Fig. 1: run 1, zoomed window
Window x 2 to 52, y 56 to 106 um. Cells in gray, sequential cells in the stronger gray; small squares are vias.
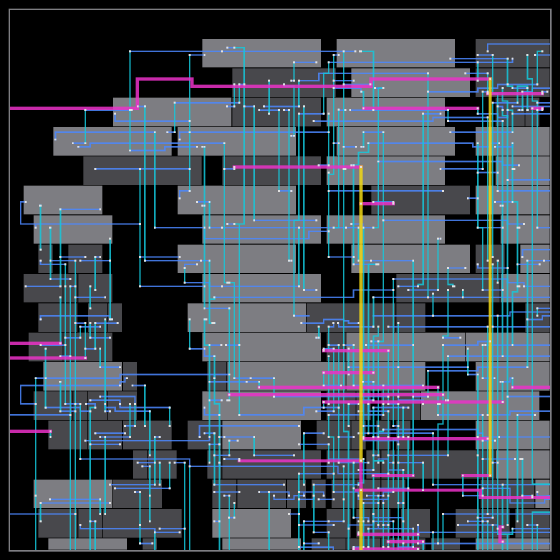
Fig. 2: run 1, clock wiring as the flow saved it
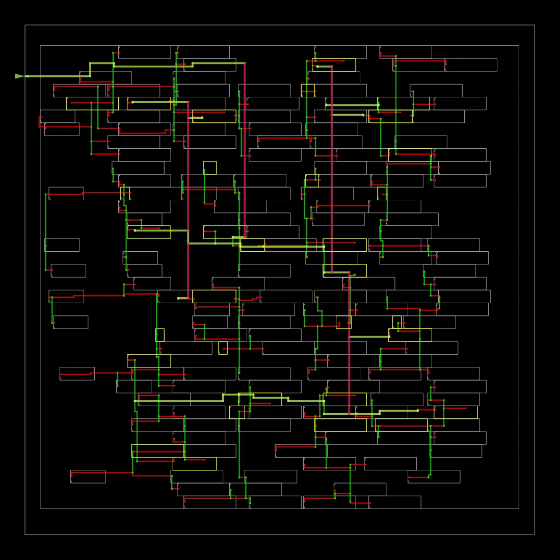
Fig. 3: run 1, sequential cells colored by netlist name
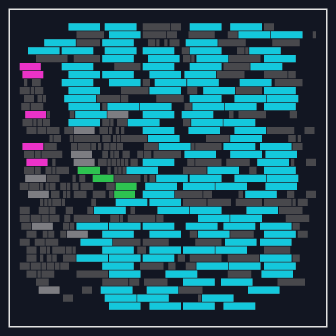
## src/rtl/uart_rx_fifo.sv

```systemverilog
// uart_rx_fifo: first-word-fall-through UART receive FIFO with sticky flags; define UART_RX_FIFO_ERR_EN to store parity/stop bits per entry
module uart_rx_fifo #(
  parameter int MAX_UART_DATA_W = 8,
  parameter int FIFO_DEPTH      = 16,
  parameter int COUNT_W         = $clog2(FIFO_DEPTH) + 1
) (
  input  logic                       clk_i,
  input  logic                       rst_i,
  input  logic                       push_i,
  input  logic [MAX_UART_DATA_W-1:0] data_i,
  input  logic                       parity_err_i,
  input  logic                       stop_err_i,
  input  logic                       pop_i,
  input  logic                       flush_i,
  input  logic                       clr_err_i,
  input  logic [COUNT_W-1:0]         thresh_i,
  output logic [MAX_UART_DATA_W-1:0] data_o,
  output logic                       parity_err_o,
  output logic                       stop_err_o,
  output logic                       empty_o,
  output logic                       full_o,
  output logic [COUNT_W-1:0]         count_o,
  output logic                       overflow_o,
  output logic                       underflow_o,
  output logic                       level_o
);
  localparam int PTR_W = $clog2(FIFO_DEPTH);
`ifdef UART_RX_FIFO_ERR_EN
  localparam int ENT_W = MAX_UART_DATA_W + 2;
`else
  localparam int ENT_W = MAX_UART_DATA_W;
`endif
  logic [ENT_W-1:0]   r_mem [FIFO_DEPTH];
  logic [PTR_W-1:0]   r_rd;
  logic [PTR_W-1:0]   r_wr;
  logic [COUNT_W-1:0] r_count;
  logic               r_empty;
  logic               r_full;
  logic               r_level;
  logic               r_ovf;
  logic               r_udf;
  logic               w_push;
  logic               w_pop;
  logic [COUNT_W-1:0] w_count_n;
  logic [ENT_W-1:0]   w_wdata;
  logic [ENT_W-1:0]   w_head;
  assign w_pop     = pop_i & ~r_empty & ~flush_i;
  assign w_push    = push_i & (~r_full | w_pop) & ~flush_i;
  assign w_count_n = flush_i ? '0 : r_count + COUNT_W'(w_push) - COUNT_W'(w_pop);
  assign w_head    = r_mem[r_rd];
  assign data_o    = w_head[MAX_UART_DATA_W-1:0];
`ifdef UART_RX_FIFO_ERR_EN
  assign w_wdata      = {stop_err_i, parity_err_i, data_i};
  assign parity_err_o = w_head[MAX_UART_DATA_W];
  assign stop_err_o   = w_head[MAX_UART_DATA_W+1];
`else
  logic w_unused;
  assign w_wdata      = data_i;
  assign parity_err_o = 1'b0;
  assign stop_err_o   = 1'b0;
  assign w_unused     = parity_err_i ^ stop_err_i;
`endif
  always_ff @(posedge clk_i) begin
    if (!rst_i && w_push) r_mem[r_wr] <= w_wdata;
  end
  always_ff @(posedge clk_i) begin
    if (rst_i) begin
      r_rd    <= '0;
      r_wr    <= '0;
      r_count <= '0;
      r_empty <= 1'b1;
      r_full  <= 1'b0;
      r_level <= 1'b0;
      r_ovf   <= 1'b0;
      r_udf   <= 1'b0;
    end else begin
      r_rd    <= flush_i ? '0 : r_rd + PTR_W'(w_pop);
      r_wr    <= flush_i ? '0 : r_wr + PTR_W'(w_push);
      r_count <= w_count_n;
      r_empty <= w_count_n == '0;
      r_full  <= w_count_n == COUNT_W'(FIFO_DEPTH);
      r_level <= (thresh_i != '0) && (w_count_n >= thresh_i);
      r_ovf   <= (~flush_i & push_i & r_full & ~pop_i) | (r_ovf & ~clr_err_i);
      r_udf   <= (~flush_i & pop_i & r_empty) | (r_udf & ~clr_err_i);
    end
  end
  assign count_o     = r_count;
  assign empty_o     = r_empty;
  assign full_o      = r_full;
  assign level_o     = r_level;
  assign overflow_o  = r_ovf;
  assign underflow_o = r_udf;
endmodule

```

## config.mk

```make
export PLATFORM = sky130hd
export DESIGN_NAME = uart_rx_fifo
export DESIGN_NICKNAME = d
export VERILOG_FILES = /design/src/rtl/uart_rx_fifo.sv
export SDC_FILE = /design/constraint.sdc
export NUM_CORES = 1
export LEC_CHECK = 0
export CORE_MARGIN = 3
export CORE_UTILIZATION = 58
export DETAILED_ROUTE_END_ITERATION = 12
export HOLD_SLACK_MARGIN = 0.02
export PLACE_DENSITY = 0.75
export SYNTH_ARGS = -nofsm -noshare
export SYNTH_HDL_FRONTEND = slang
export SYNTH_SLANG_ARGS = --single-unit
```

## constraint.sdc

```tcl
create_clock -name clk_i -period 10.9 [get_ports clk_i]
set_input_delay 2.18 -clock clk_i [delete_from_list [all_inputs] [get_ports clk_i]]
set_output_delay 2.18 -clock clk_i [all_outputs]
set_load 0.1 [all_outputs]
```

==> run_results.csv, run 1 <==
group,metric,value,unit
layout,largest_register,"r_mem",
timing,hold_viol_final,0,
layout,diodes,0,
timing,finalCritPeriodShare,53.63,%
setup_path,r2r_cells,15,
setup_path,start_kind,"flop",
synthesis,synth-xor-area-share,1.167,%
route,via_count,3102,
layout,final_cell_mix,"128 x edfxtp_1, 36 x clkdlybuf4s50_1, 25 x nor2_1",
setup_path,path_cells,"mux4_1 > a22oi_1 > nand2_1 > clkdlybuf4s50_1",
die,core_area,0.009910,mm2
setup_path,crit_path_end_kind,"primary output",
timing,setup-tns-final,0,ns
place,place_area,0.006440,mm2
die,initial_core_util,60.57,%
synthesis,ys_seq_share,70.04,%
route,routed_wl,11.20,mm
power_and_ir_drop,sequentialPower,0.615,mW
power_and_ir_drop,pwr-share-seq,47.2,%
setup_path,path_class,"flop to primary output",
worst_hold_path,hold_path_class,"flop to flop",
clock_tree,cts_buffers,17,
die,tapCellCount,133,
synthesis,synth.logic.top_family,"multiplexers",
clock_tree,post_cts_resized,0,
power_and_ir_drop,power,1.304,mW
timing,slew-limit-headroom,26.98,%
clock_tree,postCtsHoldBufs,0,
layout,area_growth,17.78,%
layout,fin_cells,522,
power_and_ir_drop,internal-power,1.030,mW
power_and_ir_drop,swShare,21.02,%
timing,fin_worst_skew,0.008247,ns
synthesis,common_cells,"128 x edfxtp_1, 25 x nor2_1, 18 x dfxtp_1",
die,dieHeight,107.7,um
power_and_ir_drop,leakagePower,2.383,nW
layout,comb_share,23.15,%
worst_hold_path,holdPathEnd,"underflow_o",
timing,period_needed,5.846,ns
timing,hold_ws,0.4792,ns
clock_tree,post_cts_buffers,0,
power_and_ir_drop,powerComb,0.0806,mW
synthesis,synthArstFlopShare,0,%
timing,fmax,0.1711,GHz
setup_path,cp.required,8.72,ns
clock_tree,cts-root-buf,"clkbuf_8",
place,dp_cells,490,
synthesis,synth-edff-count,128,
place,gp_congestion,0.7329,
layout,fin_area,0.007069,mm2
worst_hold_path,hold_depth,2,
layout,combGateArea,0.001637,mm2
setup_path,cp_slowest_cell,"dfxtp_2",
timing,tightest_slew,1.095,ns
power_and_ir_drop,maxPowerGroup,"registers",
synthesis,synthAdderAreaFrac,3.252,%
route,dr.first_iter.drc_count,215,
synthesis,syn_area_per_cell,18.08,um2
route,wl_per_cell,21.46,um
setup_path,r2r_end,"level_o",
job,openroad.warnings,28,
route,vias_per_cell,5.943,
synthesis,yosysMostFrequentCell,"edfxtp_1",
layout,logic_gate_count,160,
layout,largest_register_ff_count,128,
grt,antenna_found_initial,0,
setup_path,worstPathArrival,3.67,ns
place,dpl.hpwl,7.010,mm
synthesis,ys_area,0.006002,mm2
setup_path,cp.buffers_inverters,1,
timing,setup_viol,0,
layout,clk_share,8.903,%
grt,track_usage,21.63,%
route,postRouteAntennaNets,0,
job,cap_violations,0,
power_and_ir_drop,vdd_drop_max,0.1767,mV
die,die_w,107.7,um
layout,nNetsFinal,412,
timing,drv_slew,0,
synthesis,netlist_area,0.006002,mm2
die,top_level_ports,41,
layout,layout-drive-gt1-share,14.65,%
clock_tree,clk_latency,0.52,ns
clock_tree,clockBufferDepth,2,
layout,nFillCells,623,
power_and_ir_drop,p_switching,0.2741,mW
power_and_ir_drop,p_clk_share,46.6,%
place,numPortBuffers,36,
synthesis,mux_share,13.01,%
layout,area_dominant_class,"sequential cells",
synthesis,synthAoiAreaFrac,3.335,%
synthesis,largest_area_cell,"edfxtp_1",
die,die_area,0.01160,mm2
synthesis,yosysCellCount,332,
power_and_ir_drop,pg_clk,0.608,mW
synthesis,synth_warnings,0,
layout,bufAreaShareNonClock,5.522,%
setup_path,crit_family,"flip-flops",
synthesis,synth.distinct_cells,39,
route,drc_errors,0,
layout,nNonClkBuffers,40,
layout,post-route-util,71.34,%
setup_path,critPathMaxFanout,33,
synthesis,area_leaders,"edfxtp_1 64%, mux4_1 7.0%, dfxtp_1 6.0%",
layout,inverters,11,
status,status,"finished clean",
clock_tree,cts_tree,"done",
power_and_ir_drop,pwr_density_cell,184.4,mW/mm2
worst_hold_path,min_from,"underflow_o",
grt,grt_start_max_net_pins,34,
place,pre_cts_slack,5.119,ns
synthesis,synth_cells,332,
power_and_ir_drop,combPwrFrac,6.2,%
clock_tree,clk_pin_slew,0.06,ns
grt,grt_pass1_vias,3160,
grt,grt_pass1_wl,17.82,mm
synthesis,yosysTopAreaCellShare,64.04,%
route,dr.pass1.iters,5,
timing,setup_ws,5.054,ns
setup_path,r2r_start,"empty_o",
layout,nClkBuffers,17,
die,rows,36,
setup_path,ff2ff_setup_slack,7.60,ns
timing,rsz0062_at_grt,"false",
synthesis,ys_sh_simple,6.379,%
synthesis,ff_type,"edfxtp_1",
## Picture notes: Fig. 1
- met4: yellow
- met2: cyan
- met3: magenta
- met1: blue
- most frequent: edfxtp_1 (26), nor2_1 (11), dfxtp_1 (7)
- sequential cells in the window: 33
- cells with their middle in the window: 100
- netlist names of flops here include: r_mem (26), count_o (4), r_wr (3)

## Picture notes: Fig. 2
clock sinks: 146
num sequential: 146

## Picture notes: Fig. 3
- r_rd: green (flops 4)
- r_mem: cyan (flops 128)
- count_o: magenta (flops 5)
- not colored: 9
sequential share of cell area: 59.49%
Register Area: 0.004205 mm2

==> run 1: layer usage <==
| metal | vias up | part of all wire [%] | wire (um) | GRT usage, % |
|---|---|---|---|---|
| li1 | 1402 | - | - | - |
| met1 | 1560 | 40 | 4527 | 28.21 |
| met4 | 0 | 1.3 | 148 | 7.214 |
| met5 | - | 0 | 0 | 0 |
| met2 | 127 | 52 | 5773 | 35.83 |
| met3 | 13 | 6.7 | 751 | 5.519 |
==> run 1: how the worst max path moves through the flow <==
stage	startpoint	end	slack [ns]	depth (start not counted)
after floorplan	flush_i	level_o	5.83	16
after global placement	flush_i	level_o	5.18	14
after detailed placement	flush_i	level_o	5.12	16
after CTS	r_rd[0]	data_o[0]	4.92	4
after global routing	r_rd[0]	data_o[0]	4.75	4
final	r_rd[0]	data_o[0]	5.05	4
Fig. 4: run 1, gate-type map
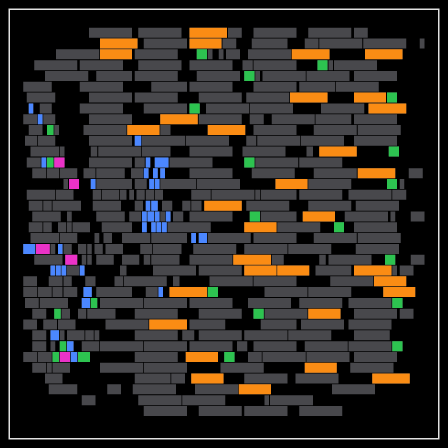

## Run 2: what changed since run 1
clock period = 5.8 ns   (was 10.9 ns; I/O delays follow)
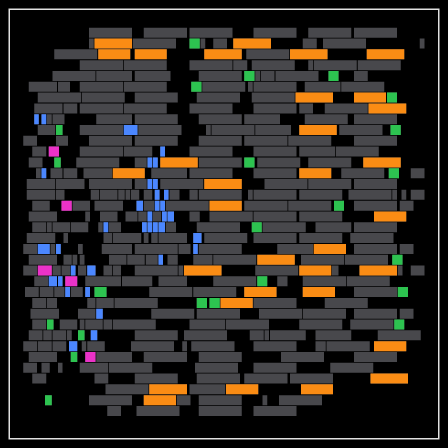
Fig. 5. Gate-type map (run 2).
- inverting AOI/OAI gates: green (cells 23)
- AND-OR and OR-AND gates: magenta (cells 5)
- multiplexers: orange (cells 32)
- NOR gates: blue (cells 36)
logic share of the area: 23.13%
Non-Filler Instances: 521
most frequent logic cell in the layout: edfxtp_1

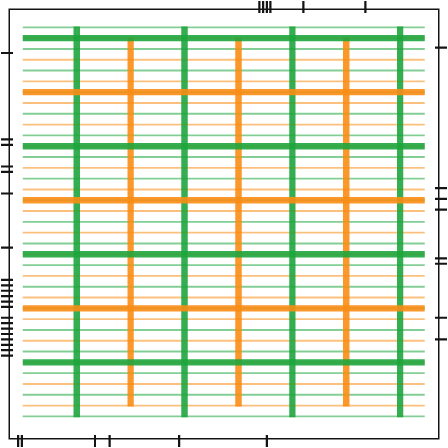
Fig. 6. Floorplan with the power grid (run 2).
Pins as bars on the die edge.
- VDD: orange
- VSS: green
- signal pins: 41
- met4 straps: 7
- rows: 36

==> run_results.csv, run 2 <==
group,metric,value,unit
power_and_ir_drop,p_switching,0.4955,mW
layout,area_growth,17.87,%
synthesis,synth_cells,332,
setup_path,r2r_cells,13,
place,pre_cts_slack,0.9991,ns
layout,bufAreaShareNonClock,5.518,%
setup_path,r2r_end,"level_o",
timing,finalCritPeriodShare,82.94,%
die,initial_core_util,60.57,%
layout,seq_cells,146,
route,dr.pass1.iters,4,
worst_hold_path,holdPathEnd,"overflow_o",
synthesis,ys_area,0.006002,mm2
synthesis,yosysCellCount,332,
layout,nNonClkBuffers,40,
timing,drv_slew,0,
timing,hold_ws,0.4696,ns
grt,use_met2,36.86,%
die,rows,36,
layout,area_dominant_class,"sequential cells",
synthesis,synthAdderAreaFrac,3.252,%
power_and_ir_drop,vdd_drop_max,0.2318,mV
synthesis,synth.logic.top_family,"multiplexers",
grt,grt_start_max_net_pins,35,
setup_path,ff2ff_setup_slack,2.45,ns
grt,use_met1,27.19,%
timing,slew-limit-headroom,32.99,%
layout,inverters,11,
worst_hold_path,min_from,"overflow_o",
setup_path,worstPathArrival,3.65,ns
setup_path,critPathMaxFanout,28,
synthesis,ff_type,"edfxtp_1",
place,place_area,0.006441,mm2
setup_path,cp_slowest_cell,"clkdlybuf4s50_1",
clock_tree,post_cts_buffers,0,
synthesis,mux_share,13.01,%
setup_path,crit_family,"buffers and inverters",
setup_path,cp.required,4.64,ns
layout,nFillCells,613,
layout,sh_seq_area,59.46,%
grt,track_usage,21.76,%
route,routed_wl,11.29,mm
power_and_ir_drop,combPwrFrac,6.2,%
job,cap_violations,0,
grt,use_met3,5.819,%
clock_tree,cts_tree,"done",
layout,largest_register_ff_count,128,
timing,setup_viol,0,
die,top_level_ports,41,
synthesis,ys_sh_simple,6.379,%
die,die_w,107.7,um
timing,tightest_slew,1.002,ns
synthesis,ys_seq_share,70.04,%
power_and_ir_drop,internal-power,1.973,mW
synthesis,synthAoiAreaFrac,3.335,%
synthesis,area_leaders,"edfxtp_1 64%, mux4_1 7.0%, dfxtp_1 6.0%",
power_and_ir_drop,pg_clk,1.16,mW
timing,period_needed,4.810,ns
route,via_count,3039,
die,die_area,0.01160,mm2
layout,layout-drive-gt1-share,13.40,%
setup_path,crit_end,"data_o[3]",
timing,setup_ws,0.9896,ns
route,postRouteAntennaNets,0,
setup_path,start_kind,"flop",
layout,largest_register,"r_mem",
clock_tree,clk_pin_slew,0.06,ns
power_and_ir_drop,p_clk_share,47.0,%
power_and_ir_drop,maxPowerGroup,"registers",
synthesis,synth-edff-count,128,
synthesis,syn_area_per_cell,18.08,um2
die,tapCellCount,133,
die,core_area,0.009910,mm2
setup_path,path_cells,"buf_4 > mux4_1 > a22oi_1 > nand2_1 > clkdlybuf4s50_1",
grt,grt-busiest-layer,"met2",
layout,nNetsFinal,412,
power_and_ir_drop,powerComb,0.153,mW
layout,diodes,0,
clock_tree,postCtsHoldBufs,0,
layout,clk_share,8.949,%
synthesis,yosysTopAreaCellShare,64.04,%
layout,combGateArea,0.001637,mm2
power_and_ir_drop,swShare,20.08,%
worst_hold_path,hold_depth,2,
layout,final_cell_mix,"128 x edfxtp_1, 36 x clkdlybuf4s50_1, 25 x nor2_1",
clock_tree,post_cts_resized,0,
layout,logic_gate_count,160,
layout,ff_latch_area,0.004207,mm2
place,dpl.hpwl,7.060,mm
setup_path,crit_cells,5,
route,dr.first_iter.drc_count,260,
worst_hold_path,hold_path_class,"flop to flop",
synthesis,synth.distinct_cells,39,
timing,hold_viol_final,0,
setup_path,crit_start,"r_rd[0]",
setup_path,cp.buffers_inverters,2,
power_and_ir_drop,leakagePower,2.382,nW
setup_path,crit_path_end_kind,"primary output",
power_and_ir_drop,sequentialPower,1.16,mW
synthesis,yosysMostFrequentCell,"edfxtp_1",
synthesis,netlist_area,0.006002,mm2
power_and_ir_drop,pwr-share-seq,46.9,%
timing,fmax,0.2079,GHz
clock_tree,clockBufferDepth,2,
status,status,"finished clean",
run 2: cell count changes in the layout (fill, tap and decap cells not counted):
cell | previous run | this run
bufinv_16 | 5 | 6
clkbuf_1 | 0 | 1
clkinv_1 | 0 | 4
clkinv_2 | 5 | 1
clkinv_4 | 2 | 0
clkinvlp_4 | 3 | 2
dfxtp_1 | 17 | 16
dfxtp_2 | 1 | 2
run 2: per-layer routing:
| metal | routed length, um | share of wire (%) | vias up |
|---|---|---|---|
| li1 | - | - | 1397 |
| met1 | 4534 | 40 | 1531 |
| met2 | 6002 | 53 | 99 |
| met3 | 622 | 5.5 | 12 |
| met4 | 132 | 1.2 | 0 |
| met5 | 0 | 0 | - |
Fig. 7: run 2, zoomed window
Window x 2 to 52, y 56 to 106 um. Cells in gray, sequential cells in the stronger gray; small squares are vias.
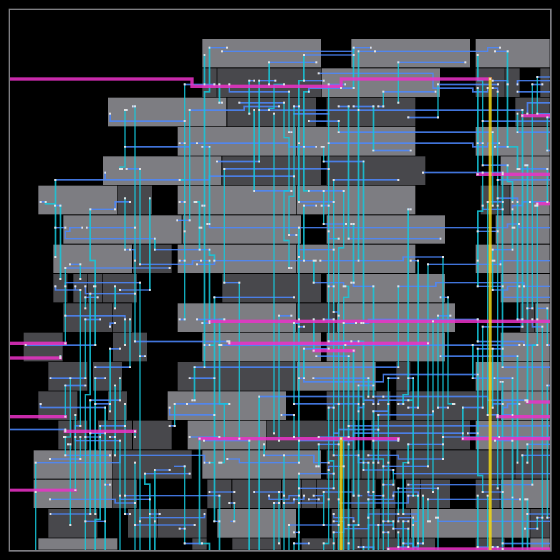

## Run 3: what changed since run 2
clock period = 4.7 ns   (was 5.8 ns; I/O delays follow)
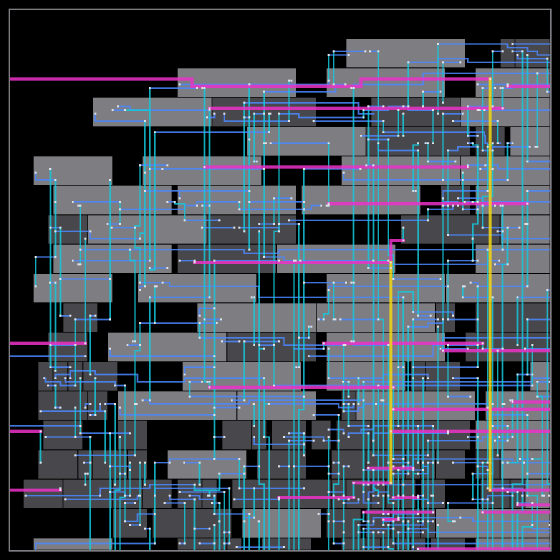
Fig. 8. Zoomed window (run 3).
Window x 2 to 52, y 56 to 106 um. Cells in gray, sequential cells in the stronger gray; small squares are vias.
- met2: cyan
- met1: blue
- met3: magenta
- met4: yellow
- cells with their middle in the window: 103
- sequential cells in the window: 37
- most frequent: edfxtp_1 (31), nor2_1 (13), dfxtp_1 (6)
- netlist names of flops here include: r_mem (31), count_o (3), r_wr (3)

==> run_results.csv, run 3 <==
group,metric,value,unit
power_and_ir_drop,vdd_drop_max,0.2719,mV
setup_path,critPathMaxFanout,19,
setup_path,r2r_cells,15,
setup_path,cp.required,3.76,ns
layout,combGateArea,0.001637,mm2
power_and_ir_drop,swShare,21.97,%
timing,hold_ws,0.4747,ns
clock_tree,cts_buffers,17,
worst_hold_path,hold_path_class,"flop to flop",
layout,area_growth,17.68,%
setup_path,crit_family,"buffers and inverters",
setup_path,ff2ff_setup_slack,1.44,ns
setup_path,crit_start,"r_rd[0]",
die,initial_core_util,60.57,%
setup_path,r2r_start,"empty_o",
job,cap_violations,0,
die,rows,36,
synthesis,yosysMostFrequentCell,"edfxtp_1",
synthesis,common_cells,"128 x edfxtp_1, 25 x nor2_1, 18 x dfxtp_1",
layout,lay_top_count,"edfxtp_1",
setup_path,crit_end,"data_o[7]",
grt,use_met2,35.92,%
clock_tree,post_cts_resized,0,
synthesis,largest_area_cell,"edfxtp_1",
grt,grt_start_max_net_pins,35,
status,status,"finished clean",
layout,nNonClkBuffers,43,
synthesis,area_leaders,"edfxtp_1 64%, mux4_1 7.0%, dfxtp_1 6.0%",
route,postRouteAntennaNets,0,
place,place_area,0.006444,mm2
timing,setup_ws,0.8582,ns
route,wl_met1,4.712,mm
timing,fin_worst_skew,0.006949,ns
grt,antenna_found_initial,0,
route,vias_per_cell,5.924,
clock_tree,clk_latency,0.52,ns
timing,drv_slew,0,
setup_path,r2r_end,"level_o",
grt,grt_pass1_vias,3279,
power_and_ir_drop,p_clk_share,46.3,%
place,pre_cts_slack,0.3243,ns
layout,post-route-util,71.28,%
setup_path,start_kind,"flop",
layout,nFillCells,619,
layout,fin_area,0.007063,mm2
layout,layout-drive-gt1-share,17.35,%
layout,largest_register,"r_mem",
timing,fmax,0.2603,GHz
timing,hold_viol_final,0,
setup_path,cp_slowest_cell,"dfxtp_2",
clock_tree,cts-root-buf,"clkbuf_8",
power_and_ir_drop,powerComb,0.193,mW
timing,period_needed,3.842,ns
setup_path,cp.buffers_inverters,2,
grt,track_usage,21.65,%
clock_tree,postCtsHoldBufs,0,
clock_tree,clockBufferDepth,2,
grt,grt-busiest-layer,"met2",
route,via_count,3110,
setup_path,worstPathArrival,2.90,ns
timing,tightest_slew,0.9749,ns
layout,clk_share,8.769,%
layout,seq_cells,146,
place,dp_cells,493,
timing,rsz0062_at_grt,"false",
layout,ff_latch_area,0.004207,mm2
timing,finalCritPeriodShare,81.74,%
route,dr.pass1.iters,4,
power_and_ir_drop,maxPowerGroup,"registers",
layout,inverters,11,
power_and_ir_drop,power,3.014,mW
power_and_ir_drop,combPwrFrac,6.4,%
synthesis,synth-edff-count,128,
place,dpl.hpwl,7.100,mm
setup_path,crit_cells,5,
synthesis,yosysTopAreaCellShare,64.04,%
die,dieHeight,107.7,um
clock_tree,clk_pin_slew,0.06,ns
place,gp_congestion,0.7436,
worst_hold_path,holdPathEnd,"underflow_o",
synthesis,ys_seq_share,70.04,%
clock_tree,clkSinkCount,146,
layout,largest_register_ff_count,128,
clock_tree,cts_tree,"done",
worst_hold_path,min_from,"underflow_o",
synthesis,netlist_area,0.006002,mm2
timing,setup_viol,0,
layout,sh_seq_area,59.56,%
die,core_area,0.009910,mm2
route,wl_met2,5.882,mm
synthesis,synth_cells,332,
timing,slew-limit-headroom,34.80,%
layout,logic_gate_count,160,
route,drc_errors,0,
route,routed_wl,11.42,mm
layout,bufAreaShareNonClock,5.562,%
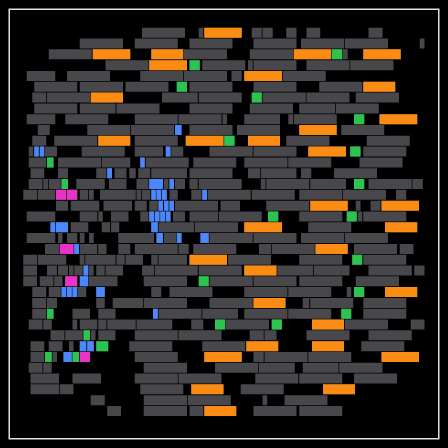
Fig. 9. Gate-type map (run 3).
- inverting AOI/OAI gates: green (cells 23)
- multiplexers: orange (cells 32)
- NOR gates: blue (cells 36)
- AND-OR and OR-AND gates: magenta (cells 5; where west)
logic share of the area: 23.17%
Non-Filler Instances: 525

-- run 3: cell count changes in the layout (fill, tap and decap cells not counted) --
cell             before  now
buf_4                 4   15
inv_6                 0    6
bufinv_16             6    4
clkinv_4              0    1
clkdlybuf4s50_1      36   28
clkinv_1              4    0
-- run 3: kinds of logic after synthesis --
| family | count (synthesis) | share of synthesized area (%) |
|---|---|---|
| AOI/OAI and AO/OA | 28 | 3.335 |
| xor gates and xnor gates | 8 | 1.167 |
| DFF | 146 | 70.04 |
| adders and majority gates | 15 | 3.252 |
| other | 1 | 0.06248 |
| buffers and inverters | 27 | 2.752 |
| muxes | 32 | 13.01 |
| and+or+nand+nor | 75 | 6.379 |
Power is estimated from default activity; no workload was simulated.
